### config.mk
export PLATFORM = sky130hd
export DESIGN_NAME = vga_timing_gen
export DESIGN_NICKNAME = d
export VERILOG_FILES = /design/src/rtl/vga_timing_pkg.sv /design/src/rtl/vga_axis_timer.sv /design/src/rtl/vga_timing_gen.sv
export SDC_FILE = /design/constraint.sdc
export NUM_CORES = 1
export LEC_CHECK = 0
export CORE_MARGIN = 10
export CORE_UTILIZATION = 52
export CTS_CLUSTER_SIZE = 28
export DETAILED_ROUTE_END_ITERATION = 8
export GPL_ROUTABILITY_DRIVEN = 0
export PLACE_DENSITY = 0.8
export SETUP_SLACK_MARGIN = 0.05
export SYNTH_ARGS = -nofsm -noshare
export SYNTH_HDL_FRONTEND = slang
export SYNTH_SLANG_ARGS = --single-unit
### constraint.sdc
create_clock -name clk -period 2.8 [get_ports clk]
set_clock_uncertainty 0.15 [all_clocks]
set_input_delay 0.84 -clock clk [delete_from_list [all_inputs] [get_ports clk]]
set_output_delay 0.84 -clock clk [all_outputs]
set_load 0.05 [all_outputs]
### src/rtl/vga_timing_pkg.sv
// Shared raster constants, region encoding and axis boundary helpers for vga_timing_gen.
package vga_timing_pkg;

  // 640x480 @ 60 Hz
  localparam int unsigned DefHActive = 640;
  localparam int unsigned DefHFp     = 16;
  localparam int unsigned DefHSync   = 96;
  localparam int unsigned DefHBp     = 48;
  localparam int unsigned DefVActive = 480;
  localparam int unsigned DefVFp     = 10;
  localparam int unsigned DefVSync   = 2;
  localparam int unsigned DefVBp     = 33;
  localparam int unsigned DefCntW    = 10;

  localparam bit PolActiveLow  = 1'b0;
  localparam bit PolActiveHigh = 1'b1;

  typedef enum logic [1:0] {
    RegActive,
    RegFrontPorch,
    RegSync,
    RegBackPorch
  } region_e;

  function automatic int unsigned axis_total(input int unsigned active, input int unsigned fp,
                                             input int unsigned sync, input int unsigned bp);
    return active + fp + sync + bp;
  endfunction

  function automatic int unsigned sync_first(input int unsigned active, input int unsigned fp);
    return active + fp;
  endfunction

  function automatic int unsigned back_porch_first(input int unsigned active,
                                                   input int unsigned fp,
                                                   input int unsigned sync);
    return active + fp + sync;
  endfunction

  function automatic region_e region_of(input int unsigned pos, input int unsigned active,
                                        input int unsigned fp, input int unsigned sync);
    region_e r;
    if (pos < active) begin
      r = RegActive;
    end else if (pos < sync_first(active, fp)) begin
      r = RegFrontPorch;
    end else if (pos < back_porch_first(active, fp, sync)) begin
      r = RegSync;
    end else begin
      r = RegBackPorch;
    end
    return r;
  endfunction

endpackage

### src/rtl/vga_axis_timer.sv
// One raster axis: enabled wrap counter with registered sync level and a next-state active flag.
module vga_axis_timer
  import vga_timing_pkg::*;
#(
  parameter int unsigned ACTIVE = 1,
  parameter int unsigned FP     = 0,
  parameter int unsigned SYNC   = 1,
  parameter int unsigned BP     = 0,
  parameter bit          POL    = PolActiveLow,
  parameter int unsigned CNT_W  = 10
) (
  input  logic             clk,
  input  logic             rst_n,
  input  logic             adv,
  input  logic             restart,
  output logic [CNT_W-1:0] count,
  output logic             sync,
  output logic             last,
  output logic             active_nxt
);

  localparam int unsigned      Total   = axis_total(ACTIVE, FP, SYNC, BP);
  localparam logic [CNT_W-1:0] LastCnt = CNT_W'(Total - 1);

  logic [CNT_W-1:0] count_d, count_q;
  logic             sync_d, sync_q;
  region_e          region_d;

  assign last = (count_q == LastCnt);

  always_comb begin
    count_d = count_q;
    if (restart) begin
      count_d = LastCnt;
    end else if (adv) begin
      count_d = last ? '0 : count_q + 1'b1;
    end
  end

  // Decode from the next count so the registered level lines up with the registered count.
  always_comb begin
    region_d   = region_of(32'(count_d), ACTIVE, FP, SYNC);
    active_nxt = (region_d == RegActive);
    sync_d     = (region_d == RegSync) ? POL : ~POL;
  end

  always_ff @(posedge clk or negedge rst_n) begin
    if (!rst_n) begin
      count_q <= LastCnt;
      sync_q  <= ~POL;
    end else begin
      count_q <= count_d;
      sync_q  <= sync_d;
    end
  end

  assign count = count_q;
  assign sync  = sync_q;

endmodule

### src/rtl/vga_timing_gen.sv
// Parametrised VGA raster timing generator advancing on a pixel-enable strobe.
// Optional 16-bit frame counter output when VGA_TIMING_FRAME_CNT_EN is defined.
module vga_timing_gen
  import vga_timing_pkg::*;
#(
  parameter int unsigned H_ACTIVE = DefHActive,
  parameter int unsigned H_FP     = DefHFp,
  parameter int unsigned H_SYNC   = DefHSync,
  parameter int unsigned H_BP     = DefHBp,
  parameter int unsigned V_ACTIVE = DefVActive,
  parameter int unsigned V_FP     = DefVFp,
  parameter int unsigned V_SYNC   = DefVSync,
  parameter int unsigned V_BP     = DefVBp,
  parameter bit          HS_POL   = PolActiveLow,
  parameter bit          VS_POL   = PolActiveLow,
  parameter int unsigned CNT_W    = DefCntW
) (
  input  logic             clk,
  input  logic             rst_n,
  input  logic             i_pix_en,
  input  logic             i_restart,
  output logic [CNT_W-1:0] o_hcounter,
  output logic [CNT_W-1:0] o_vcounter,
  output logic             o_hsync,
  output logic             o_vsync,
  output logic             o_active,
  output logic             o_line_start,
  output logic             o_frame_start
`ifdef VGA_TIMING_FRAME_CNT_EN
  ,
  output logic [15:0]      o_frame_cnt
`endif
);

  localparam int unsigned     HTotal   = axis_total(H_ACTIVE, H_FP, H_SYNC, H_BP);
  localparam int unsigned     VTotal   = axis_total(V_ACTIVE, V_FP, V_SYNC, V_BP);
  localparam longint unsigned CntRange = 64'd1 << CNT_W;

  if (64'(HTotal) > CntRange || 64'(VTotal) > CntRange) begin : g_cnt_w_too_small
    $error("vga_timing_gen: CNT_W=%0d cannot hold H_TOTAL=%0d / V_TOTAL=%0d",
           CNT_W, HTotal, VTotal);
  end

  logic h_last, v_last;
  logic h_active_nxt, v_active_nxt;
  logic v_adv;
  logic line_start_d, frame_start_d;
  logic active_q, line_start_q, frame_start_q;

  // Both axes wrap on the same edge, so a frame is exactly V_TOTAL lines.
  assign v_adv         = i_pix_en & h_last;
  assign line_start_d  = i_pix_en & ~i_restart & h_last;
  assign frame_start_d = line_start_d & v_last;

  vga_axis_timer #(
    .ACTIVE (H_ACTIVE),
    .FP     (H_FP),
    .SYNC   (H_SYNC),
    .BP     (H_BP),
    .POL    (HS_POL),
    .CNT_W  (CNT_W)
  ) u_h_axis (
    .clk        (clk),
    .rst_n      (rst_n),
    .adv        (i_pix_en),
    .restart    (i_restart),
    .count      (o_hcounter),
    .sync       (o_hsync),
    .last       (h_last),
    .active_nxt (h_active_nxt)
  );

  vga_axis_timer #(
    .ACTIVE (V_ACTIVE),
    .FP     (V_FP),
    .SYNC   (V_SYNC),
    .BP     (V_BP),
    .POL    (VS_POL),
    .CNT_W  (CNT_W)
  ) u_v_axis (
    .clk        (clk),
    .rst_n      (rst_n),
    .adv        (v_adv),
    .restart    (i_restart),
    .count      (o_vcounter),
    .sync       (o_vsync),
    .last       (v_last),
    .active_nxt (v_active_nxt)
  );

  always_ff @(posedge clk or negedge rst_n) begin
    if (!rst_n) begin
      active_q      <= 1'b0;
      line_start_q  <= 1'b0;
      frame_start_q <= 1'b0;
    end else begin
      active_q      <= h_active_nxt & v_active_nxt;
      line_start_q  <= line_start_d;
      frame_start_q <= frame_start_d;
    end
  end

  assign o_active      = active_q;
  assign o_line_start  = line_start_q;
  assign o_frame_start = frame_start_q;

`ifdef VGA_TIMING_FRAME_CNT_EN
  logic [15:0] frame_cnt_q;

  always_ff @(posedge clk or negedge rst_n) begin
    if (!rst_n) begin
      frame_cnt_q <= '0;
    end else if (i_restart) begin
      frame_cnt_q <= '0;
    end else if (frame_start_d) begin
      frame_cnt_q <= frame_cnt_q + 16'd1;
    end
  end

  assign o_frame_cnt = frame_cnt_q;
`endif

endmodule

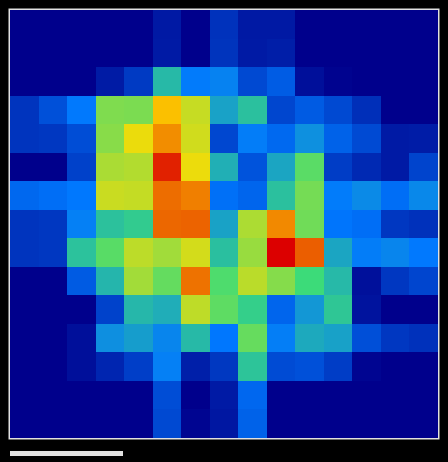
*Routed metal per tile*
Bar = 20 µm. The die is cut into 15 by 15 equal tiles; dark blue is low, red is high, scaled to the fullest tile. Values are wire area over tile area, all layers added.
The fullest tile reaches 0.52. The densest ninth of the die: centre. 32% of the tiles are nearly empty. The emptiest ninth of the die: north-east.

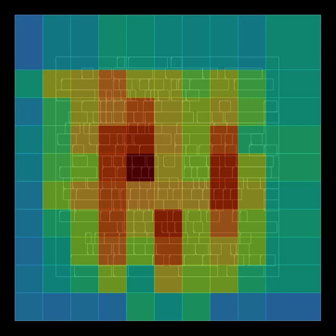
*Congestion heat map*
GRT Total Usage: 15.9%
met3 Use GR: 3.78%

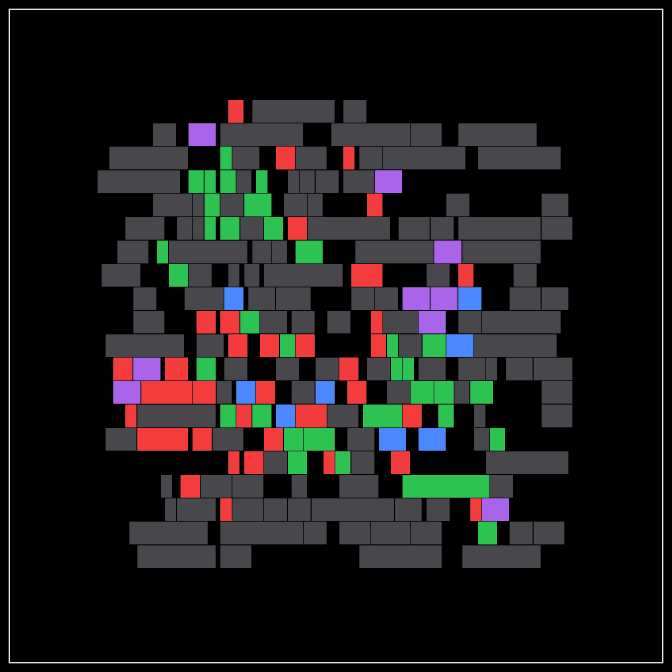
*Gate-type map*
XOR/XNOR gates: shown in purple, cells 9, most used xnor2_1. NOR gates: shown in red, cells 35, most used nor2b_1. NAND gates: shown in green, cells 34, most used nand4_1. AND and OR gates: shown in blue, cells 8, where centre.

==> flow_metrics.tcl <==
# yosys + openroad results
set metrics [dict create \
    status "completed" \
    num_vias 1453 \
    die_area_um2 5730 \
    cap_viol_max_count 0 \
    crit_fanout 1 \
    ys_async_sr_fraction_pct 100 \
    ys.flop_type "dfrtp_1" \
    r2r_slack_ps 450 \
    yosys_cells 166 \
    fp.dieH_um 75.7 \
    placedCellCount 233 \
    worst_r2r_startpoint "u_h_axis.count[0]$_DFFE_PN1P_" \
    portBuffers 28 \
    top_cell_area_share_pct 20.2 \
    dieWidth_um 75.7 \
    setup_viol 0 \
    dr.pass1.iters 4 \
    critical_path_required_ps 1810 \
    criticalPathCategory "reg -> out" \
    placed_cell_area_um2 1990 \
    p_total_w 0.00108 \
    num_io_pins 29 \
    crit_chain "clkdlybuf4s50_1" \
    path_depth 1 \
    finalNonFillerCells 237 \
    crit_path_start "u_v_axis.sync$_DFF_PN1_" \
    crit_buf_inv 1 \
    antenna_found_initial 0 \
    hpwlAfterDp_um 3130 \
    core_area_um2 3000 \
    hold_viol_final 0 \
    final_area_um2 2020 \
    cp_data_arrival_time_ps 1680 \
    row_count 20 \
    timing.hold.ws_ps 474 \
    ys_top_cells_by_area "dfrtp_1 (20%), dfstp_2 (20%), nand4_1 (3.9%)" \
    synth-edff-count 0 \
    period_used_pct 95.4 \
    antenna_left 0 \
    synth_nets 173 \
    final_cell_mix "buf_4 (19), clkdlybuf4s50_1 (16), dfrtp_1 (13)" \
    cellPowerDensity_nw_per_um2 533 \
    ys_ff 25 \
    postRouteWirelength_um 4250 \
    nNetsFinal 212 \
    p_leak_nw 0.854 \
    synth_seq_share_pct 39.8 \
    first_iter_violations 170 \
    grt_pass1_wl_um 7180 \
    route.detailed.drc 0 \
    warnings 27 \
    cp_slowest_cell "clkdlybuf4s50_1" \
    diodes 0 \
    tightest_slew_ps 515 \
    grt_pass1_vias 1476 \
    setup-tns-final_ps 0 \
    finalCriticalPeriod_ps 2670 \
    h-tree-depth 1 \
    overflow 0 \
    drv_slew 0 \
    endpoint_kind "primary output" \
    hold_class "reg -> reg" \
    fmax_mhz 374 \
    avgRoutedWirePerCell_um 17.9 \
]
[cell usage after synthesis, drive strengths merged, types with 3 or more instances]
| library cell | number |
|---|---|
| a211o | 3 |
| a21o | 3 |
| a21oi | 7 |
| buf | 5 |
| clkbuf | 4 |
| dfrtp | 13 |
| dfstp | 12 |
| ha | 3 |
| inv | 8 |
| nand2 | 8 |
| nand3 | 9 |
| nand3b | 3 |
| nand4 | 11 |
| nor2 | 8 |
| nor2b | 10 |
| nor3 | 9 |
| nor4 | 6 |
| o21ai | 4 |
| o21bai | 3 |
| xnor2 | 6 |
| xor2 | 3 |
[logic make-up (layout without fill, tap and decap cells)]
logic type	Yosys count	in the layout	share of synthesized area, %
XOR/XNOR	9	9	4.89
adder cells (fa/ha/maj)	3	3	2.33
AND-OR/OR-AND	31	31	14.0
flip-flops	25	25	39.8
multiplexers	4	4	2.64
buffers and inverters	17	55	4.97
AND/OR/NAND/NOR	77	77	31.4
[repair_timing]
item                                    CTS  global route
hold endpoints to repair                  0             0
gates resized                             4             4
hold buffers                              0             0
buffers inserted                          0             0
endpoints found under the setup margin    4             4
[area by class of cell]
cell class              instances  area [µm²]
well taps                      33        41.3
multi-input cells             124         891
fillers                       243         982
clock inverters                 1        7.51
clock buffers                   3        22.5
flip-flops and latches         25         641
repair buffers                 43         388
inverters                       8        30.0
[flip-flops by register name (all words and copies together), names as in the netlist]
name and count:
o_line_start 1, u_v_axis.count 10, u_h_axis.sync 1, o_frame_start 1, u_v_axis.sync 1, u_h_axis.count 10
o_active 1
[metal layers]
layer  up-vias  wire [µm]  GRT usage [%]  part of all wire, %
li1        688          -              -                    -
met1       721       1760           18.3                   41
met2        38       2190           28.5                   51
met3         6        256           3.78                  6.0
met4         0         44           4.74                  1.0
met5         -          0              0                    0
[how the worst min path moves through the flow]
stage                                             start                             to  slack, ps  cells past startpoint
after floorplan                                   rst_n             o_active$_DFF_PN0_        390                      0
after global placement    u_v_axis.count[0]$_DFFE_PN0P_  u_v_axis.count[0]$_DFFE_PN0P_        450                      2
after detailed placement  u_h_axis.count[2]$_DFFE_PN1P_  u_h_axis.count[2]$_DFFE_PN1P_        460                      2
after CTS                 u_h_axis.count[2]$_DFFE_PN1P_  u_h_axis.count[2]$_DFFE_PN1P_        480                      2
after global routing      u_h_axis.count[2]$_DFFE_PN1P_  u_h_axis.count[2]$_DFFE_PN1P_        500                      2
final                     u_h_axis.count[2]$_DFFE_PN1P_  u_h_axis.count[2]$_DFFE_PN1P_        470                      2
[where the power goes]
| part | switching [W] | total, W | internal, W | leakage (nW) |
|---|---|---|---|---|
| combinational | 0.000273 | 0.000433 | 0.000160 | 0.533 |
| sequential | 0.0000590 | 0.000467 | 0.000408 | 0.307 |
| clock | 0.000123 | 0.000178 | 0.0000547 | 0.0139 |
| total | 0.000455 | 0.00108 | 0.000622 | 0.854 |
[through the flow]
step,setup slack [ps],util [%]
final,129,67.3
after global routing,61.5,67.3
after CTS,52.3,67.0
after detailed placement,-83.8,66.1
after global placement,-32.7,66.1
after floorplan,474,-
Power figures rest on the tool's default switching activity, not on a simulated workload.
